===== config.mk =====
export PLATFORM = sky130hd
export DESIGN_NAME = uart_cmd_decoder_flat
export DESIGN_NICKNAME = d
export VERILOG_FILES = /design/src/rtl/uart_cmd_decoder_pkg.sv /design/src/rtl/uart_cmd_decoder_if.sv /design/src/rtl/uart_cmd_decoder_cmd_match.sv /design/src/rtl/uart_cmd_decoder.sv /design/src/flat_wrapper.sv
export SDC_FILE = /design/constraint.sdc
export NUM_CORES = 1
export LEC_CHECK = 0
export CAP_MARGIN = 30
export CORE_MARGIN = 3
export CORE_UTILIZATION = 40
export CTS_BUF_LIST = sky130_fd_sc_hd__clkbuf_4
export DETAILED_ROUTE_END_ITERATION = 8
export PLACE_DENSITY = 0.68
export REMOVE_ABC_BUFFERS = 1
export SLEW_MARGIN = 10
export SYNTH_ARGS = -nofsm -noshare
export SYNTH_HDL_FRONTEND = slang
export SYNTH_SLANG_ARGS = --single-unit

===== constraint.sdc =====
create_clock -name clk -period 2.5 [get_ports clk]
set_input_delay 0.5 -clock clk [delete_from_list [all_inputs] [get_ports clk]]
set_output_delay 0.5 -clock clk [all_outputs]
set_load 0.01 [all_outputs]

===== src/rtl/uart_cmd_decoder_pkg.sv =====
// uart_cmd_decoder_pkg: shared state encoding and ASCII constants for the UART command decoder
package uart_cmd_decoder_pkg;

    typedef logic [7:0] byte_t;

    typedef enum logic [2:0] {
        ST_IDLE,
        ST_WAIT,
        ST_LATCH,
        ST_DECODE,
        ST_ECHO
    } state_e;

    localparam byte_t ASCII_R   = 8'h72;
    localparam byte_t ASCII_M   = 8'h6D;
    localparam byte_t ASCII_C   = 8'h63;
    localparam byte_t ASCII_NAK = 8'h3F;
    localparam byte_t ASCII_CR  = 8'h0D;
    localparam byte_t ASCII_LF  = 8'h0A;
    // Flipping this bit maps a lower-case letter to its upper-case form.
    localparam byte_t CASE_BIT  = 8'h20;

endpackage


===== src/rtl/uart_cmd_decoder_if.sv =====
// uart_cmd_decoder_if: RX/TX FIFO handshake bundle between the decoder and the UART FIFOs
//   rx_empty/rx_data : RX FIFO status and read data (data valid one cycle after rx_pop)
//   rx_pop           : RX FIFO read strobe
//   tx_full          : TX FIFO full flag
//   tx_push/tx_data  : TX FIFO write strobe and data
//   master = decoder side, slave = FIFO side
interface uart_cmd_decoder_if;
    import uart_cmd_decoder_pkg::*;

    logic  rx_empty;
    byte_t rx_data;
    logic  rx_pop;
    logic  tx_full;
    logic  tx_push;
    byte_t tx_data;

    modport master (
        input  rx_empty, rx_data, tx_full,
        output rx_pop, tx_push, tx_data
    );

    modport slave (
        output rx_empty, rx_data, tx_full,
        input  rx_pop, tx_push, tx_data
    );

endinterface


===== src/rtl/uart_cmd_decoder_cmd_match.sv =====
// uart_cmd_decoder_cmd_match: combinational classifier of one received byte
//   data       : byte under test
//   is_run/is_mode/is_clear : command match, either letter case
//   is_eol     : CR or LF, silently ignored
//   is_unknown : anything else
module uart_cmd_decoder_cmd_match
    import uart_cmd_decoder_pkg::*;
#(
    parameter byte_t CMD_RUN   = ASCII_R,
    parameter byte_t CMD_MODE  = ASCII_M,
    parameter byte_t CMD_CLEAR = ASCII_C
) (
    input  byte_t data,
    output logic  is_run,
    output logic  is_mode,
    output logic  is_clear,
    output logic  is_eol,
    output logic  is_unknown
);

    assign is_run     = (data == CMD_RUN)   || (data == (CMD_RUN ^ CASE_BIT));
    assign is_mode    = (data == CMD_MODE)  || (data == (CMD_MODE ^ CASE_BIT));
    assign is_clear   = (data == CMD_CLEAR) || (data == (CMD_CLEAR ^ CASE_BIT));
    assign is_eol     = (data == ASCII_CR)  || (data == ASCII_LF);
    assign is_unknown = !(is_run || is_mode || is_clear || is_eol);

endmodule


===== src/rtl/uart_cmd_decoder.sv =====
// uart_cmd_decoder: pops RX bytes, decodes ASCII commands into one-cycle pulses, echoes/NAKs to TX
//   clk, rst  : system clock, asynchronous active-low reset
//   fifo      : RX/TX FIFO handshake (master side)
//   o_run, o_mode, o_clear : one-cycle command pulses
//   o_err_cnt : saturating count of unknown bytes
module uart_cmd_decoder
    import uart_cmd_decoder_pkg::*;
#(
    parameter bit    ECHO_EN   = 1'b1,
    parameter byte_t CMD_RUN   = ASCII_R,
    parameter byte_t CMD_MODE  = ASCII_M,
    parameter byte_t CMD_CLEAR = ASCII_C,
    parameter byte_t NAK_CHAR  = ASCII_NAK
) (
    input  logic                       clk,
    input  logic                       rst,
    uart_cmd_decoder_if.master         fifo,
    output logic                       o_run,
    output logic                       o_mode,
    output logic                       o_clear,
    output byte_t                      o_err_cnt
);

    state_e state_q, state_d;
    logic   rx_pop_q, rx_pop_d;
    logic   tx_push_q, tx_push_d;
    byte_t  tx_data_q, tx_data_d;
    logic   run_q, run_d;
    logic   mode_q, mode_d;
    logic   clear_q, clear_d;
    byte_t  err_q, err_d;
    byte_t  byte_q, byte_d;
    logic   nak_q, nak_d;
    logic   is_run, is_mode, is_clear, is_eol, is_unknown;

    uart_cmd_decoder_cmd_match #(
        .CMD_RUN   (CMD_RUN),
        .CMD_MODE  (CMD_MODE),
        .CMD_CLEAR (CMD_CLEAR)
    ) u_match (
        .data       (byte_q),
        .is_run     (is_run),
        .is_mode    (is_mode),
        .is_clear   (is_clear),
        .is_eol     (is_eol),
        .is_unknown (is_unknown)
    );

    always_ff @(posedge clk or negedge rst) begin
        if (!rst) begin
            state_q   <= ST_IDLE;
            rx_pop_q  <= 1'b0;
            tx_push_q <= 1'b0;
            tx_data_q <= 8'h00;
            run_q     <= 1'b0;
            mode_q    <= 1'b0;
            clear_q   <= 1'b0;
            err_q     <= 8'h00;
            byte_q    <= 8'h00;
            nak_q     <= 1'b0;
        end else begin
            state_q   <= state_d;
            rx_pop_q  <= rx_pop_d;
            tx_push_q <= tx_push_d;
            tx_data_q <= tx_data_d;
            run_q     <= run_d;
            mode_q    <= mode_d;
            clear_q   <= clear_d;
            err_q     <= err_d;
            byte_q    <= byte_d;
            nak_q     <= nak_d;
        end
    end

    // All strobes are registered, so each is high during the cycle after the decision.
    always_comb begin
        state_d   = state_q;
        rx_pop_d  = 1'b0;
        tx_push_d = 1'b0;
        tx_data_d = tx_data_q;
        run_d     = 1'b0;
        mode_d    = 1'b0;
        clear_d   = 1'b0;
        err_d     = err_q;
        byte_d    = byte_q;
        nak_d     = nak_q;
        case (state_q)
            ST_IDLE: begin
                rx_pop_d = !fifo.rx_empty;
                state_d  = fifo.rx_empty ? ST_IDLE : ST_WAIT;
            end
            ST_WAIT:  state_d = ST_LATCH;
            ST_LATCH: begin
                byte_d  = fifo.rx_data;
                state_d = ST_DECODE;
            end
            ST_DECODE: begin
                run_d   = is_run;
                mode_d  = is_mode;
                clear_d = is_clear;
                nak_d   = is_unknown;
                err_d   = (is_unknown && err_q != 8'hFF) ? err_q + 8'd1 : err_q;
                state_d = (ECHO_EN && !is_eol) ? ST_ECHO : ST_IDLE;
            end
            ST_ECHO: begin
                tx_push_d = !fifo.tx_full;
                tx_data_d = fifo.tx_full ? tx_data_q : (nak_q ? NAK_CHAR : byte_q);
                state_d   = fifo.tx_full ? ST_ECHO : ST_IDLE;
            end
            default: state_d = ST_IDLE;
        endcase
    end

    assign fifo.rx_pop  = rx_pop_q;
    assign fifo.tx_push = tx_push_q;
    assign fifo.tx_data = tx_data_q;
    assign o_run        = run_q;
    assign o_mode       = mode_q;
    assign o_clear      = clear_q;
    assign o_err_cnt    = err_q;

endmodule


===== src/flat_wrapper.sv =====
// flat-port wrapper written by rule: the top's interface ports become plain ports
module uart_cmd_decoder_flat import uart_cmd_decoder_pkg::*;
#(
    parameter bit    ECHO_EN   = 1'b1,
    parameter byte_t CMD_RUN   = ASCII_R,
    parameter byte_t CMD_MODE  = ASCII_M,
    parameter byte_t CMD_CLEAR = ASCII_C,
    parameter byte_t NAK_CHAR  = ASCII_NAK
)
  (clk, rst, o_run, o_mode, o_clear, o_err_cnt, fifo_rx_empty, fifo_rx_data, fifo_tx_full, fifo_rx_pop, fifo_tx_push, fifo_tx_data);
  uart_cmd_decoder_if fifo_i ();
  input  logic clk;
  input  logic rst;
  output logic o_run;
  output logic o_mode;
  output logic o_clear;
  output byte_t o_err_cnt;
  input wire logic [$bits(fifo_i.rx_empty)-1:0] fifo_rx_empty;
  input wire logic [$bits(fifo_i.rx_data)-1:0] fifo_rx_data;
  input wire logic [$bits(fifo_i.tx_full)-1:0] fifo_tx_full;
  output wire logic [$bits(fifo_i.rx_pop)-1:0] fifo_rx_pop;
  output wire logic [$bits(fifo_i.tx_push)-1:0] fifo_tx_push;
  output wire logic [$bits(fifo_i.tx_data)-1:0] fifo_tx_data;
  assign fifo_i.rx_empty = fifo_rx_empty;
  assign fifo_i.rx_data = fifo_rx_data;
  assign fifo_i.tx_full = fifo_tx_full;
  assign fifo_rx_pop = fifo_i.rx_pop;
  assign fifo_tx_push = fifo_i.tx_push;
  assign fifo_tx_data = fifo_i.tx_data;
  uart_cmd_decoder #(.ECHO_EN(ECHO_EN), .CMD_RUN(CMD_RUN), .CMD_MODE(CMD_MODE), .CMD_CLEAR(CMD_CLEAR), .NAK_CHAR(NAK_CHAR)) u_core (.clk(clk), .rst(rst), .fifo(fifo_i), .o_run(o_run), .o_mode(o_mode), .o_clear(o_clear), .o_err_cnt(o_err_cnt));
endmodule

Fig. 1: run 1, cell placement
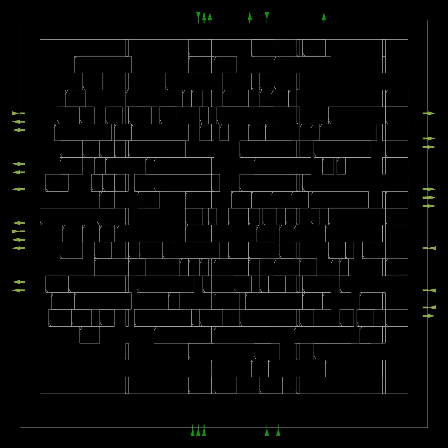
final core occ: 54.4%
Seq Cell Count: 33
sequential cell area share: 44.8%

Fig. 2: run 1, drive-strength map
The bar under the picture is 20 um long.
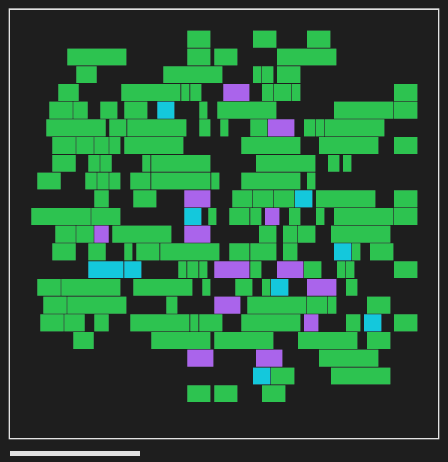
color	size	cells	share	most used
green	_0 and _1 cells	137	86%	dfrtp_1
purple	_2 cells	13	8.2%	mux2_2
cyan	_3 and _4 cells	9	5.7%	clkbuf_4

Fig. 3: run 1, wiring heat map
13 x 13 tiles, from dark blue (low) to red (high), scaled to the fullest tile. Values are wire area over tile area, all layers added.
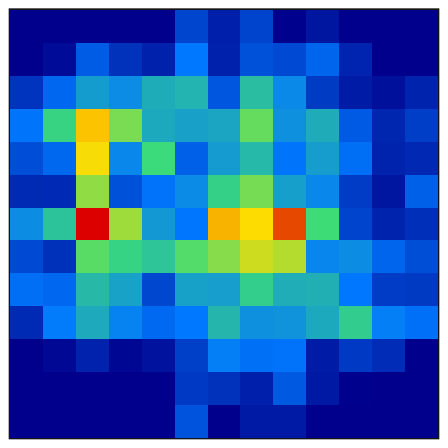
fullest tile	0.48
mean over tiles	0.11
emptiest ninth of the die	lower left
densest ninth of the die	center

Fig. 4: run 1, register map, names as in the netlist
The bar under the picture is 20 um long. Other sequential cells in the stronger gray, the rest of the logic in the fainter gray.
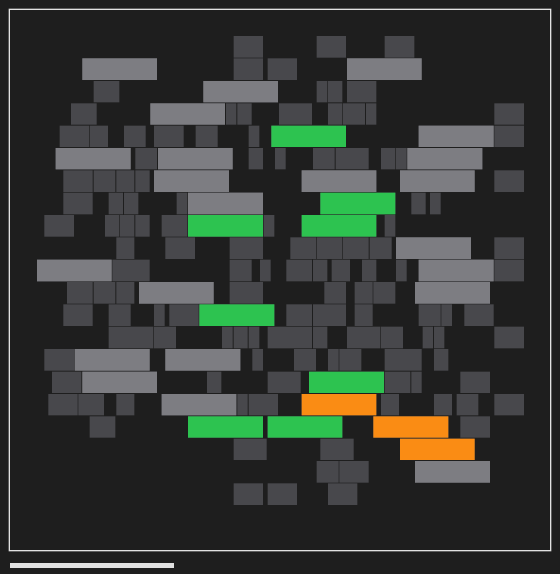
color	name in the netlist	placed flops
orange	u_core.state_q	3
green	u_core.byte_q	8
Seq. pwr: 0.000969 W
Register Area: 826 um^2

==> impl_metrics.csv, run 1 <==
group,metric,value,unit
layout,lay_top_count,"dfrtp_1",
worst_setup_path,r2r-start,"u_core.byte_q[0]$_DFFE_PN0P_",
timing,fin_tns_setup,0,ns
timing,setup_violations,0,
clock_tree,post-cts-setup-buffer-count,0,
layout,stdcell_count,205,
logic_synthesis,top_cells_by_count,"dfrtp_1, nor2_1, mux2_2",
run_status,status,"finished, final reports clean",
floorplan,io_pins,33,
global_route,met3_usage,5.47,%
floorplan,die_x,65.7,um
logic_synthesis,async_reset_ff_share,100,%
flow_run,cap_violations,0,
worst_setup_path,critPathSlowestCell,"dfrtp_1",
placed_design,pre_cts_ws,0.390,ns
logic_synthesis,netlist_area,1430,um^2
power_and_ir_drop,clock_power_share,13.5,%
power_and_ir_drop,peakVddDrop,0.000617,V
placed_design,placed_cells,198,
detailed_routing,m1WireLength,1.26,mm
timing,fmax,468,MHz
power_and_ir_drop,p_leak,0.794,nW
layout,logic_area,568,um^2
placed_design,place.gp.congestion,0.810,
clock_tree,clkTransAtPathRegs,0.10,ns
worst_setup_path,crit_family,"AND-OR/OR-AND gates",
detailed_routing,dr.pass1.iters,4,
worst_setup_path,worst_ep_required_time,2.71,ns
clock_tree,cts_buffer_depth,2,
detailed_routing,vias,1024,
logic_synthesis,postSynthSeqShare,57.9,%
worst_setup_path,crit_chain,"or3b_1 > a2111oi_2 > a2111o_1 > nor2_2 > mux2_4",
timing,finalClockPeriodUsage,85.5,%
global_route,first_global_vias,1085,
layout,num-nets-final,172,
logic_synthesis,synth_flops,33,
global_route,met1_usage,19.0,%
timing,finalHoldViolations,0,
power_and_ir_drop,p_total,0.00205,W
layout,area_growth,29.3,%
logic_synthesis,simple_gate_share,20.6,%
==> run 2: changes to the inputs <==
--- a/config.mk
+++ b/config.mk
@@ -6,11 +6,14 @@
 export NUM_CORES = 1
 export LEC_CHECK = 0
 export CAP_MARGIN = 30
+export CELL_PAD_IN_SITES_DETAIL_PLACEMENT = 1
+export CELL_PAD_IN_SITES_GLOBAL_PLACEMENT = 2
 export CORE_MARGIN = 3
-export CORE_UTILIZATION = 40
+export CORE_UTILIZATION = 33
 export CTS_BUF_LIST = sky130_fd_sc_hd__clkbuf_4
+export CTS_CLUSTER_SIZE = 25
 export DETAILED_ROUTE_END_ITERATION = 8
-export PLACE_DENSITY = 0.68
+export PLACE_DENSITY = 0.83
 export REMOVE_ABC_BUFFERS = 1
 export SLEW_MARGIN = 10
 export SYNTH_ARGS = -nofsm -noshare
Fig. 5: run 2, wiring heat map
14 x 14 tiles, from dark blue (low) to red (high), scaled to the fullest tile. Values are wire area over tile area, all layers added.
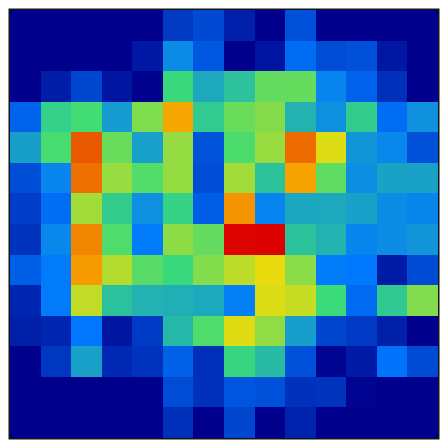
mean over tiles	0.10
tiles over half the peak	22%
fullest tile	0.35
densest ninth of the die	center
emptiest ninth of the die	lower left
nearly empty tiles	21%
WL final: 3.26 mm
overall routing resource usage: 14.5%
Vias: 1,059

Fig. 6: run 2, clock wires, drivers and flops
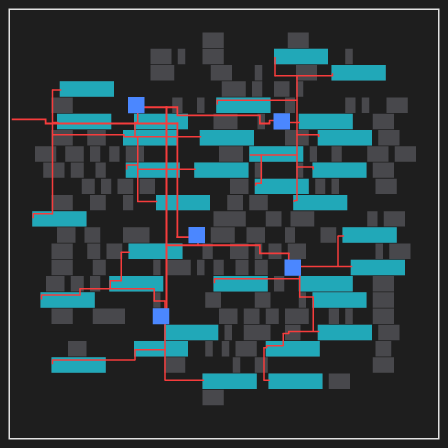
[blue] clock drivers | count: 5
[red] clock wires | length: 435 um
[cyan] flip-flops | count: 33
routed clock nets	6

==> impl_metrics.csv, run 2 <==
group,metric,value,unit
power_and_ir_drop,clock_power_share,13.7,%
run_status,status,"finished, final reports clean",
layout,logic_area,568,um^2
timing,finalHoldViolations,0,
floorplan,die_x,71.7,um
logic_synthesis,simple_gate_share,20.6,%
global_route,met1_usage,16.8,%
layout,stdcell_count,209,
detailed_routing,dr.pass1.iters,4,
worst_setup_path,crit_family,"AND-OR/OR-AND gates",
global_route,met3_usage,5.33,%
global_route,first_global_vias,1143,
layout,lay_top_count,"dfrtp_1",
flow_run,cap_violations,0,
worst_setup_path,crit_chain,"or3b_1 > a2111oi_2 > a2111o_1 > nor2_2 > mux2_4",
layout,ff_count,33,
detailed_routing,met2_length,1.52,mm
logic_synthesis,async_reset_ff_share,100,%
placed_design,placed_cells,202,
logic_synthesis,netlist_area,1430,um^2
timing,finalClockPeriodUsage,84.5,%
power_and_ir_drop,p_leak,0.794,nW
worst_setup_path,worst_setup_path_start_kind,"flop",
timing,setup_violations,0,
layout,area_growth,29.7,%
placed_design,pre_cts_ws,0.391,ns
worst_setup_path,worst_ep_required_time,2.72,ns
detailed_routing,m1WireLength,1.47,mm
logic_synthesis,top_cells_by_count,"dfrtp_1, nor2_1, mux2_2",
timing,fmax,473,MHz
timing,fin_tns_setup,0,ns
clock_tree,clkTransAtPathRegs,0.09,ns
layout,sh_comb_area,30.7,%
clock_tree,cts_buffers,5,
logic_synthesis,area_leaders,"dfrtp_1, mux2_2, nor2_1",
logic_synthesis,postSynthSeqShare,57.9,%
layout,seq_area,826,um^2
worst_setup_path,r2r-start,"u_core.byte_q[0]$_DFFE_PN0P_",
logic_synthesis,avgSynthCellArea,11.7,um^2
Fig. 7: run 2, register map, names as in the netlist
The bar under the picture is 20 um long. Other sequential cells in the stronger gray, the rest of the logic in the fainter gray.
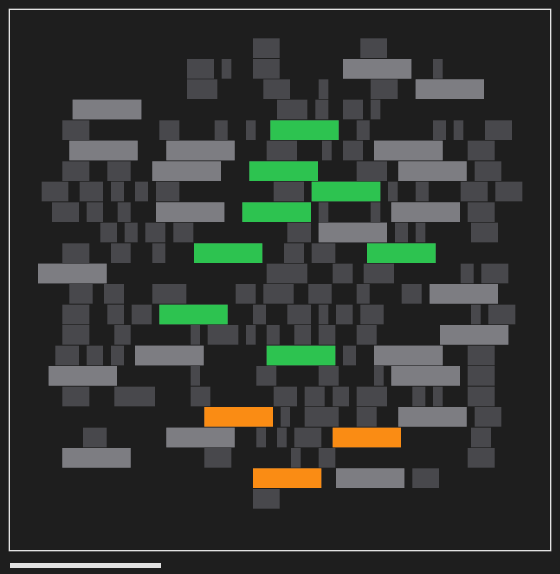
color	name in the netlist	placed flops
orange	u_core.state_q	3
green	u_core.byte_q	8
final core occ: 45.2%
sequential cell area share: 44.7%
Seq. pwr: 0.000970 W

Power figures rest on the tool's default switching activity, not on a simulated workload.
